**config.mk**
```make
export PLATFORM = sky130hd
export DESIGN_NAME = neuron_acc_relu
export DESIGN_NICKNAME = d
export VERILOG_FILES = /design/src/rtl/neuron_pkg.sv /design/src/rtl/relu_sat.sv /design/src/rtl/neuron_acc_relu.sv
export SDC_FILE = /design/constraint.sdc
export NUM_CORES = 1
export LEC_CHECK = 0
export CELL_PAD_IN_SITES_DETAIL_PLACEMENT = 1
export CELL_PAD_IN_SITES_GLOBAL_PLACEMENT = 2
export CORE_MARGIN = 3
export CORE_UTILIZATION = 25
export DETAILED_ROUTE_END_ITERATION = 7
export PLACE_DENSITY_LB_ADDON = 0.1
export REMOVE_ABC_BUFFERS = 1
export SLEW_MARGIN = 30
export SYNTH_ARGS = -nofsm -noshare
export SYNTH_HDL_FRONTEND = slang
export SYNTH_SLANG_ARGS = --single-unit
```
**constraint.sdc**
```tcl
create_clock -name clk -period 3.55 [get_ports clk]
set_clock_uncertainty 0.1 [all_clocks]
set_input_delay 0.5325 -clock clk [delete_from_list [all_inputs] [get_ports clk]]
set_output_delay 0.5325 -clock clk [all_outputs]
set_load 0.1 [all_outputs]
```
**src/rtl/neuron_pkg.sv**
```systemverilog
// neuron_pkg: shared types and sizing helpers for the neuron_acc_relu datapath.
package neuron_pkg;

    typedef enum logic {
        S_ACC = 1'b0,
        S_OUT = 1'b1
    } state_t;

    // Accumulator width that cannot overflow: NUM_IN full products plus an
    // optional 2*WIDTH bias, with one extra bit of headroom for the sign.
    function automatic int acc_width(input int width, input int num_in);
        return 2 * width + $clog2(num_in) + 1;
    endfunction

endpackage

```
**src/rtl/relu_sat.sv**
```systemverilog
// relu_sat: combinational ReLU, arithmetic right shift and unsigned saturation
// of a signed accumulator value down to a WIDTH-bit activation.
module relu_sat
    import neuron_pkg::*;
#(
    parameter int ACC_W     = 20,
    parameter int WIDTH     = 8,
    parameter int OUT_SHIFT = 0
) (
    input  logic [ACC_W-1:0] sum,
    output logic [WIDTH-1:0] act
);

    logic signed [ACC_W-1:0] shifted;
    logic                    non_pos;
    logic                    too_big;

    assign non_pos = sum[ACC_W-1] || (sum == '0);
    assign shifted = $signed(sum) >>> OUT_SHIFT;
    // Only reached for positive sums, so any set bit above WIDTH means overflow.
    assign too_big = |shifted[ACC_W-1:WIDTH];

    // Clamp: non-positive sums give 0, large positives pin at all-ones.
    always_comb begin
        act = shifted[WIDTH-1:0];
        if (non_pos) begin
            act = '0;
        end else if (too_big) begin
            act = '1;
        end
    end

endmodule

```
**src/rtl/neuron_acc_relu.sv**
```systemverilog
// neuron_acc_relu: streams NUM_IN signed (w, x) pairs, accumulates their
// products at full precision, then presents one ReLU/shift/saturated
// activation on a valid/ready output port.
// Optional feature macro: NEURON_BIAS_EN adds a signed bias port that seeds
// the accumulator on the first beat of each neuron.
//
//   state | meaning
//   S_ACC | accepting w/x beats, in_ready=1
//   S_OUT | holding the activation, out_valid=1 until out_ready
module neuron_acc_relu
    import neuron_pkg::*;
#(
    parameter int WIDTH     = 8,
    parameter int NUM_IN    = 4,
    parameter int OUT_SHIFT = 0
) (
    input  logic               clk,
    input  logic               rst,
    input  logic               in_valid,
    output logic               in_ready,
    input  logic [WIDTH-1:0]   w,
    input  logic [WIDTH-1:0]   x,
`ifdef NEURON_BIAS_EN
    input  logic [2*WIDTH-1:0] bias,
`endif
    output logic               out_valid,
    input  logic               out_ready,
    output logic [WIDTH-1:0]   out
);

    localparam int ACC_W = acc_width(WIDTH, NUM_IN);
    localparam int CNT_W = (NUM_IN > 1) ? $clog2(NUM_IN) : 1;
    localparam logic [CNT_W-1:0] CNT_LAST = CNT_W'(NUM_IN - 1);

    state_t                  state_q;
    state_t                  state_d;
    logic [CNT_W-1:0]        cnt;
    logic [ACC_W-1:0]        acc;
    logic [ACC_W-1:0]        acc_base;
    logic [ACC_W-1:0]        acc_next;
    logic signed [2*WIDTH-1:0] prod;
    logic [ACC_W-1:0]        prod_ext;
    logic [WIDTH-1:0]        act;
    logic                    accept;
    logic                    last_beat;

    assign in_ready  = (state_q == S_ACC);
    assign out_valid = (state_q == S_OUT);
    assign accept    = in_valid && in_ready;
    assign last_beat = accept && (cnt == CNT_LAST);

    assign prod     = $signed(w) * $signed(x);
    assign prod_ext = {{(ACC_W - 2*WIDTH){prod[2*WIDTH-1]}}, prod};

`ifdef NEURON_BIAS_EN
    assign acc_base = (cnt == '0) ? {{(ACC_W - 2*WIDTH){bias[2*WIDTH-1]}}, bias} : acc;
`else
    assign acc_base = (cnt == '0) ? '0 : acc;
`endif
    assign acc_next = acc_base + prod_ext;

    // The activation is taken from the sum including the final beat, so out
    // is ready in the same edge that enters S_OUT.
    relu_sat #(
        .ACC_W    (ACC_W),
        .WIDTH    (WIDTH),
        .OUT_SHIFT(OUT_SHIFT)
    ) u_relu_sat (
        .sum(acc_next),
        .act(act)
    );

    // State register.
    always_ff @(posedge clk or negedge rst) begin
        if (!rst) begin
            state_q <= S_ACC;
        end else begin
            state_q <= state_d;
        end
    end

    // Next-state: leave S_ACC on the last beat, leave S_OUT on handshake.
    always_comb begin
        state_d = state_q;
        case (state_q)
            S_ACC: if (last_beat) state_d = S_OUT;
            S_OUT: if (out_ready) state_d = S_ACC;
            default: state_d = S_ACC;
        endcase
    end

    // Beat counter and accumulator advance on every accepted beat.
    always_ff @(posedge clk or negedge rst) begin
        if (!rst) begin
            cnt <= '0;
            acc <= '0;
        end else if (accept) begin
            acc <= acc_next;
            cnt <= last_beat ? '0 : cnt + CNT_W'(1);
        end
    end

    // Registered activation, held stable while S_OUT waits for out_ready.
    always_ff @(posedge clk or negedge rst) begin
        if (!rst) begin
            out <= '0;
        end else if (last_beat) begin
            out <= act;
        end
    end

endmodule

```
**Run 1: met2 routing**

The bar under the picture is 50 µm long.
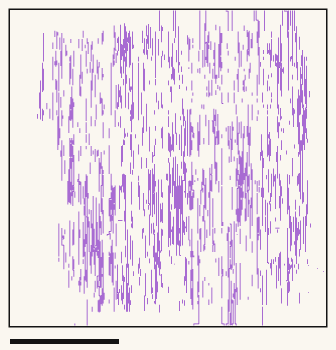
wire length on this layer = 7450 µm
main direction = vertical
share of all routed wire = 52%
longest straight run = 51.0 µm
GR Layer Usage met2: 0.2546
via count: 4279
drt total wl: 14230 µm

**Run 1: routing congestion map**

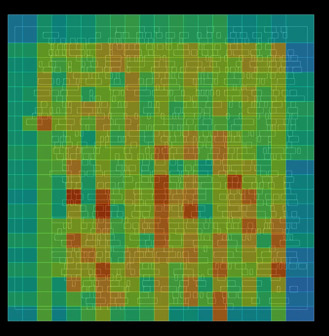
Final Util: 0.4112
busiest layer in global routing: met2

**Run 1: met3 routing**

Cells faint in the background.
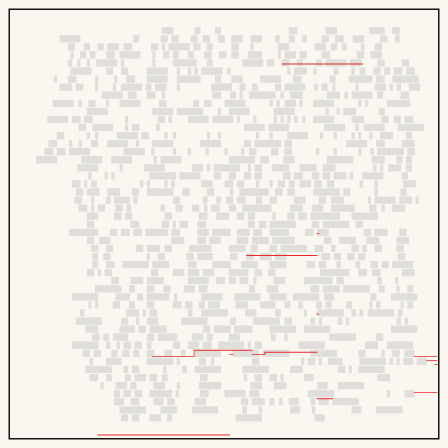
wire length on this layer = 180 µm
main direction = horizontal
longest straight run = 44.4 µm
met3 Use GR: 0.01488

**Run 1: clock distribution**

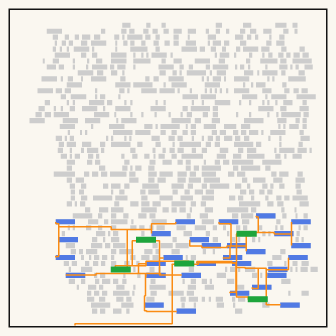
green -> clock-net drivers  # count 5
orange -> clock wires  # length 599 µm
blue -> flip-flops  # count 30
flops lie = a horizontal strip, bottom
routed clock nets = 6

==> results.tsv, run 1 <==
metric	value	unit
async_flop_share	1.000	
synth.top_cells.by_count	inv_1, fa_1, ha_1	
hold_depth	2	
arrival	6260	ps
setup_slack	-2661	ps
nets	841	
worst_setup_path_start_kind	primary input	
rr_startpoint	cnt[0]$_DFFE_PN0P_	
post_cts_buffers	26	
dieArea	20830	µm²
port_buffers	29	
largest_cell_class	multi-input combinational cells	
grt_pass1_wl	23890	µm
nonClkBufAreaFrac	0.1976	
drc	0	
hp-class	flop to flop	
slowest_stage	fa_1	
die-height	144.3	µm
clkLatencyLatePin	280	ps
n_all_inverters	104	
whs	378.8	ps
layout-drive-gt1-share	0.4665	
yosys.area_share.aoi	0.1423	
setup_viol	22	
nMultiInputCombCells	396	
avgSynthCellArea	8.926	µm²
post-dp-hpwl	11190	µm
cts_root_buf	clkbuf_16	
yosysWarnings	0	
met1_length	6537	µm
crit_path_start	x[2]	
violations	negative setup slack	
slew_viol_final	0	
drt-initial-drc-count	82	
status	finished with violations	
place_ws	-3888	ps
clk_path_buf_depth	2	
top_register	acc	
worstSetupEndpointType	flop	
rsz0062_at_grt	yes	
xor_share	0.05649	
synth_cells	536	
==> run 2: changes to the inputs <==
--- a/config.mk
+++ b/config.mk
@@ -15,4 +15,5 @@
 export SLEW_MARGIN = 30
 export SYNTH_ARGS = -nofsm -noshare
 export SYNTH_HDL_FRONTEND = slang
+export SYNTH_HIERARCHICAL = 1
 export SYNTH_SLANG_ARGS = --single-unit
**Run 2: met3 routing**

Cells faint in the background.
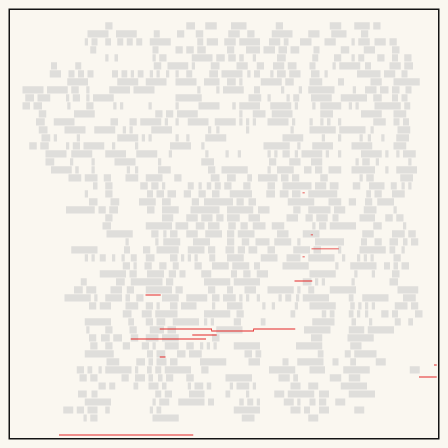
met3 Use GR: 0.01557
via count: 4291
drt total wl: 14060 µm

**Run 2: metal 1**

The bar under the picture is 50 µm long. Supply wires on this layer in grey.
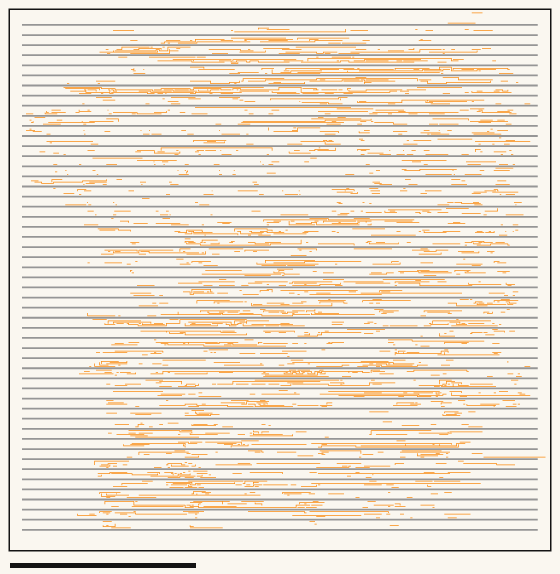
share of all routed wire = 47%
main direction = horizontal
longest straight run = 45.5 µm
wire length on this layer = 6640 µm

**Run 2: clock distribution**

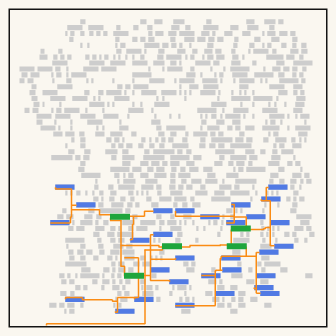
green -> clock-net drivers  # count 5
orange -> clock wires  # length 581 µm
blue -> flip-flops  # count 30
routed clock nets = 6

==> results.tsv, run 2 <==
metric	value	unit	change
postLayoutCoreUtil	0.4044		-0.006785
setup_slack	-2729	ps	-68.10 ps
drc	0		unchanged
nonClkBufAreaFrac	0.2003		+0.002744
nMultiInputCombCells	413		+4.3%
largest_cell_class	multi-input combinational cells		
met1_length	6639	µm	+1.6%
nets	848		+0.83%
setup_viol	22		unchanged
async_flop_share	1.000		unchanged
synth.top_cells.by_count	inv_1, nand2_1, fa_1		
rsz0062_at_grt	yes		
clkLatencyLatePin	280	ps	about the same
xor_share	0.06999		+0.01351
place_ws	-3850	ps	+37.22 ps
worstSetupEndpointType	flop		
n_all_inverters	97		-6.7%
rr_startpoint	cnt[0]$_DFFE_PN0P_		
hold_depth	2		unchanged
post_cts_buffers	27		+3.8%
layout-drive-gt1-share	0.4329		-0.03356
yosys.area_share.aoi	0.1109		-0.03135
hp-class	flop to flop		
violations	negative setup slack		
dieArea	21160	µm²	+1.6%
status	finished with violations		
avgSynthCellArea	8.840	µm²	-0.97%
arrival	6330	ps	+70 ps
clk_path_buf_depth	2		unchanged
==> run 3: changes to the inputs <==
--- a/config.mk
+++ b/config.mk
@@ -10,7 +10,7 @@
 export CORE_MARGIN = 3
 export CORE_UTILIZATION = 25
 export DETAILED_ROUTE_END_ITERATION = 7
-export PLACE_DENSITY_LB_ADDON = 0.1
+export PLACE_DENSITY = 0.62
 export REMOVE_ABC_BUFFERS = 1
 export SLEW_MARGIN = 30
 export SYNTH_ARGS = -nofsm -noshare
**Run 3: routing congestion map**

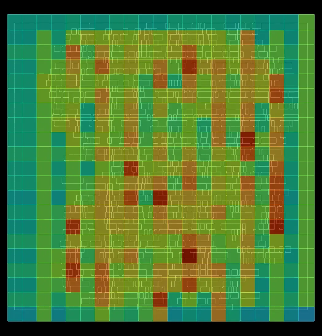
GRT Total Usage: 0.1362
met1 Usage GRT: 0.1759
GR Layer Usage met2: 0.2489
met3 Use GR: 0.01183

**Run 3: met3 routing**

Cells faint in the background.
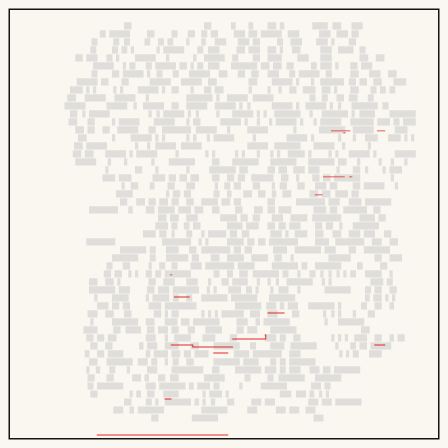
share of all routed wire = 0.83%
wire length on this layer = 119 µm
nets with wire on the layer = 8
via count: 4310
drt total wl: 14300 µm

**Run 3: metal 1**

The bar under the picture is 50 µm long. Supply wires on this layer in grey.
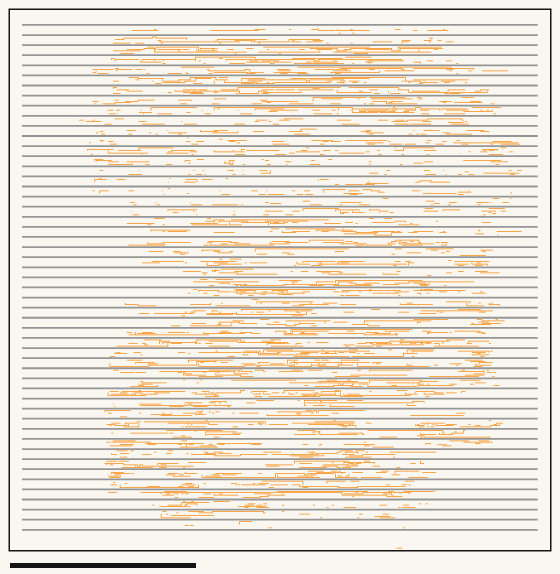

==> results.tsv, run 3 <==
metric	value	unit	change
ys_chip_area	4862	µm²	
postLayoutCoreUtil	0.4081		+0.003708
arrival	6260	ps	-70 ps
nMultiInputCombCells	414		+0.24%
grt_pass1_wl	24100	µm	
rsz0062_at_grt	yes		
yosys.area.top_type	fa_1		
nets	843		-0.59%
worst_pin_slew	980.2	ps	
mux_share	0.03680		
clkLatencyLatePin	280	ps	about the same
layout-drive-gt1-share	0.4520		+0.01910
hp-class	flop to flop		
async_flop_share	1.000		unchanged
violations	negative setup slack		
xor_share	0.06999		unchanged
ys.flops	30		
dieArea	21160	µm²	unchanged
met1_length	6327	µm	-4.7%
largest_cell_class	multi-input combinational cells		
hold_depth	2		unchanged
clk_pin_slew	60	ps	
synth.top_cells.by_count	inv_1, nand2_1, fa_1		
status	finished with violations		
post_cts_buffers	19		-30%
period_used_share	1.746		
htree_levels	2		
rows	50		
worstHoldEndpoint	acc[8]$_DFFE_PN0P_		
diodes	0		
die-height	145.5	µm	
drc	0		unchanged
setup_slack	-2647	ps	+82.25 ps
clk_path_buf_depth	2		unchanged
place_ws	-3809	ps	+41.87 ps
setup_viol	22		unchanged
n_all_inverters	97		unchanged
yosys.area_share.aoi	0.1109		unchanged
nonClkBufAreaFrac	0.1886		-0.01172
placedInstanceArea	6334	µm²	
avgSynthCellArea	8.840	µm²	unchanged
ff_type	dfrtp_1		
cts_buffers	5		
